Design load_unit_flat, sky130hd; sources not shown.
Figure 1. Clock routing (run 1).
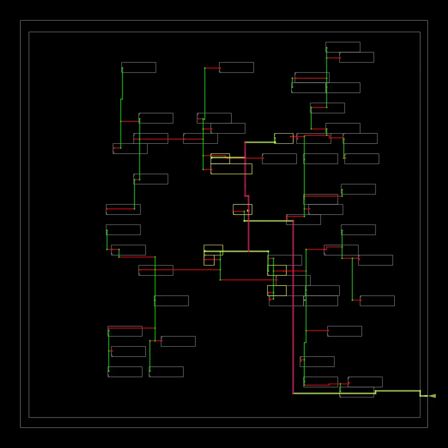
Layout clock buffers: 6
skew final: 4.06 ps
clk sinks: 49
registers: 49
Late-Pin Clk Latency: 290 ps

Figure 2. Placement density heat map (run 1).
Scale: 2 px per um. 11 x 11 tiles, from black (low) to pale yellow (high), 0 to 100% covered.
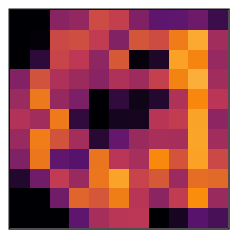
fullest tile	83%
tiles over 75% full	6.6%
nearly empty tiles	12%
mean over tiles	41%
Final Util: 46.4%
fp util: 31.6%
core area: 10,800 sq um

Figure 3. Cell classes on the final placement (run 1).
Scale: 3 px per um. Fill, decap, tap and diode cells in gray.
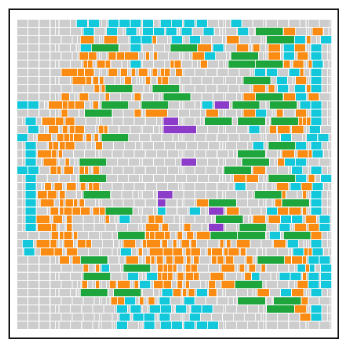
class	color	cells	share of their area
combinational and other logic	orange	279	41%
clock drivers and dummy loads	purple	8	2.5%
flops	green	49	25%
other buffers and delay cells	cyan	151	31%
Final Cell Area: 5030 sq um
num rows: 38
sequential share of cell area: 24.4%

==> deck_impl_summary.md, run 1 <==
Implementation Results

Run status
  – Outcome: complete, no violations

Power and ir drop
  – Int Power: 1.34 mW
  – Pwr/cell area: 489 nW/um^2
  – Logic pwr share: 58.7%
  – Seq pwr: 0.718 mW
  – Clock net power: 0.297 mW
  – Comb group: 1.44 mW

Timing
  – Worst Max-Slew Pin Slew: 875 ps

Min path
  – Hold path cells: 2

Flow run
  – Max-cap violation count: 0

Clocking
  – CTS resizes: 0
  – CTS Buffer Depth: 2
  – H-tree Lvls: 2
  – Register clock-pin slew on the reported worst setup and hold paths: 90 ps
  – CTS tree: built

Worst setup path
  – Critical path launch point type: input port
  – FF-to-FF setup slack: 2010 ps
  – Worst path arrival time: 3190 ps
  – Critical path peak fanout: 17
  – Critical Path RT: 4210 ps

GRT
  – First-pass GRT wire length: 13,800 um
  – Pin count of the biggest net entering global routing: 50
  – Total gr overflow: 0

Yosys
  – Yosys Warn Count: 0
  – Aoi share: 13.0%
  – Seq cells post-synth: 49
  – XOR Share, Synth: 3.32%
  – Mapped cell area: 3430 sq um
  – Post-synth ARST share: 100%
  – Adders+Majority by Area: 8.97%

Layout
  – Register area: 1230 sq um
  – Nets: 594
  – Comb area: 1970 sq um
  – Layout area overhead: 46.7%

Route
  – Drt initial violations: 90
  – Via count: 3,003
  – Post-route ant nets: 0
  – Vias per inst: 4.79

Placement
  – HPWL Detailed: 7060 um
  – Input/output buffers: 147

Die
  – Chip height: 109 um
  – Die X: 109 um
==> run 1: cells in the mapped netlist (2+ instances only) <==
cell type	instances	area, sq um
dfrtp_1	49	1230
mux2_2	31	349
nor2_1	28	105
ha_1	23	288
nand2_1	23	86.3
nor2b_1	21	131
o21ai_0	20	100
mux2i_1	18	180
a21oi_1	17	85.1
buf_4	17	128
and2_1	10	62.6
clkbuf_1	10	37.5
inv_1	10	37.5
nand2b_1	7	43.8
xor2_1	7	61.3
nand3_1	6	30.0
xnor2_1	6	52.6
a21o_1	4	30.0
buf_2	4	20.0
nor3b_1	4	30.0
and3_1	3	18.8
o2111ai_1	3	26.3
o211ai_1	3	22.5
o21bai_1	3	22.5
a211oi_1	2	15.0
a21oi_2	2	17.5
a221oi_1	2	17.5
a31oi_1	2	12.5
nor3_1	2	10.0
o21a_1	2	15.0
o21ai_1	2	10.0
==> run 1: area by class of cell <==
cell class                      instances  share of cell area [%]
Timing Repair Buffer                  151                    29.7
Inverter                               11                   0.820
Tap cell                              140                    3.48
Clock inverter                          2                   0.746
Clock buffer                            6                    1.64
Sequential cell                        49                    24.4
Multi-Input combinational cell        268                    39.2
==> run 1: through the flow <==
step	instance area [sq um]	std cells
after floorplan	3430	360
final	5030	627
after global routing	5030	627
after CTS	5030	627
after detailed placement	4910	619
after global placement	4910	619
==> run 1: worst max-delay path: stages <==
cell and delay, ps:
clkdlybuf4s50_1 570, nand2b_1 540, inv_1 350, and2_1 270
clkdlybuf4s50_1 700
==> run 1: routing by layer <==
| layer | vias to the layer above | track usage, % | part of all wire (%) |
|---|---|---|---|
| met5 | - | 0 | 0 |
| met4 | 0 | 3.98 | 1.5 |
| met3 | 12 | 3.41 | 9.4 |
| li1 | 1498 | - | - |
| met1 | 1374 | 17.2 | 41 |
| met2 | 119 | 26.2 | 48 |
==> run 2, diff against run 1 <==
clock period = 3.2 ns   (was 4.95 ns; I/O delays follow)
Figure 4. Close-up of the layout (run 2).
Region (42, 42) to (67, 67) um. Cells in gray, sequential cells in the stronger gray; small squares are vias.
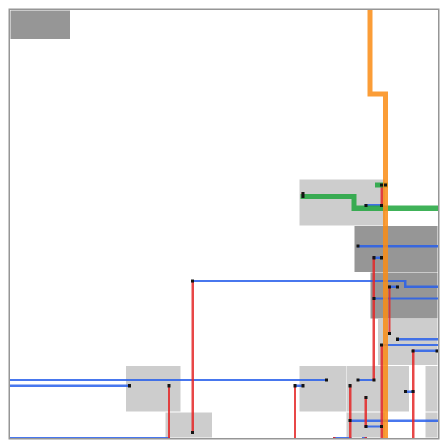
layer	color
metal 4	orange
metal 3	green
metal 2	red
metal 1	blue
sequential cells in the window	1
most frequent	mux2i_1 (2), buf_4 (2)
cells with their middle in the window	8

==> deck_impl_summary.md, run 2 <==
Implementation Results

Yosys
  – Seq cells post-synth: 49 (unchanged)
  – Aoi share: 13.0% (unchanged)
  – Cell type with the largest total area: dfrtp_1 (unchanged)
  – Post-synth ARST share: 100% (unchanged)
  – Number of enable flip-flop cells: 0 (unchanged)
  – Most frequent cells after synthesis: dfrtp_1, mux2_2, nor2_1 (unchanged)
  – Synth top cell by count: dfrtp_1 (unchanged)
  – Adders+Majority by Area: 8.97% (unchanged)
  – Mapped cell area: 3430 sq um (unchanged)
  – Top area cell types: dfrtp_1, mux2_2, ha_1, mux2i_1, nor2b_1 (unchanged)
  – XOR Share, Synth: 3.32% (unchanged)

GRT
  – Pin count of the biggest net entering global routing: 33 (was 50)
  – Total gr overflow: 0 (unchanged)
  – First-pass GRT wire length: 13,600 um (was 13,800 um)

Route
  – Vias per inst: 4.75 (was 4.79)
  – Drt initial violations: 86 (was 90)
  – Via count: 2,995 (was 3,003)
  – Routed len/inst: 13.9 um (was 14.1 um)
  – Post-route ant nets: 0 (unchanged)

Run status
  – Outcome: complete, no violations (unchanged)

Worst setup path
  – Critical path peak fanout: 12 (was 17)
  – Critical path launch point type: flip-flop (was input port)
  – Worst path arrival time: 2310 ps (was 3190 ps)

Clocking
  – Late-Pin Clk Latency: 300 ps (was 290 ps)
  – CTS tree: built (unchanged)
  – Register clock-pin slew on the reported worst setup and hold paths: 90 ps (about the same)
  – Clk sinks: 49 (unchanged)
  – CTS resizes: 0 (unchanged)

Timing
  – Fmax: 359 MHz
  – Worst Max-Slew Pin Slew: 897 ps (was 875 ps)
  – Worst slew margin: 40.2% (was 41.6%)

Power and ir drop
  – Int Power: 1.98 mW (was 1.34 mW)
  – Logic pwr share: 60.4% (was 58.7%)
  – Pwr/cell area: 747 nW/um^2 (was 489 nW/um^2)

Die
  – Core area: 10,800 sq um (unchanged)
  – Num rows: 38 (unchanged)
  – Die Size: 11,900 sq um (unchanged)
  – Fp util: 31.6% (unchanged)

Placement
  – HPWL Detailed: 7060 um (about the same)
  – Input/output buffers: 147 (unchanged)
  – Dpl cell area: 4900 sq um (was 4910 sq um)

Flow run
  – Max-cap violation count: 0 (unchanged)

Layout
  – ANT cells: 0 (unchanged)
  – Layout area overhead: 45.4% (was 46.7%)
  – Layout cells sized above 1: 16.7% (was 10.3%)
  – Final Cell Area: 4990 sq um (was 5030 sq um)
Figure 5. Placement density heat map (run 2).
Scale: 2 px per um. 11 x 11 tiles, from black (low) to pale yellow (high), 0 to 100% covered.
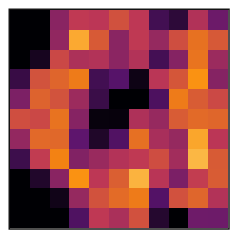
emptiest ninth of the die	bottom left
fullest tile	84%
nearly empty tiles	12%
tiles over 75% full	5.0%
mean over tiles	40%
Final Util: 46.0%

run 2: cell counts after synthesis:
No cell type changed its count.
run 2: area by class of cell:
cell class	count	area [sq um]
Multi-Input combinational cell	268	1970
Clock inverter	3	21.3
Fill cell	1051	5850
Inverter	11	41.3
Clock buffer	5	68.8
Sequential cell	49	1230
Tap cell	140	175
Timing Repair Buffer	155	1480
run 2: power groups by stage:
stage	sequential (mW)	combinational, mW	clock [mW]
3_3_place_gp	1.10	2.25	0
5_1_grt	1.15	2.42	0.422
4_1_cts	1.11	2.28	0.397
3_5_place_dp	1.12	2.27	0
2_1_floorplan	1.05	1.70	0
6_report	1.10	2.25	0.371
run 2: critical path, cell delays in order (launching register included):
cell             delay, ps
dfrtp_1                390
inv_1                  100
ha_1                   220
buf_4                  180
nor2b_1                220
clkdlybuf4s50_1        880
run 2: metrics by stage:
step	utilization, %	power (mW)	std cells	hold slack, ps	setup slack (ps)
2_1_floorplan	-	2.75	360	184	313
3_3_place_gp	45.2	3.35	623	455	363
3_5_place_dp	45.2	3.39	623	462	317
4_1_cts	46.0	3.78	631	132	373
5_1_grt	46.0	3.98	631	140	306
6_report	46.0	3.73	631	122	415
run 2: logic make-up after synthesis:
group,Yosys count
simple gates,112
compound gates,70
mux,49
flops,49
buf+inv,43
fa+ha+maj,24
xor+xnor,13
run 2: routing by layer:
metal	vias to the layer above	global-route usage, %	wire (um)
li1	1502	-	-
met1	1376	16.5	3730
met2	109	25.8	4070
met3	8	4.36	873
met4	0	4.07	121
met5	-	0	0
No activity file was given, so power comes from the tool's default toggle rates.
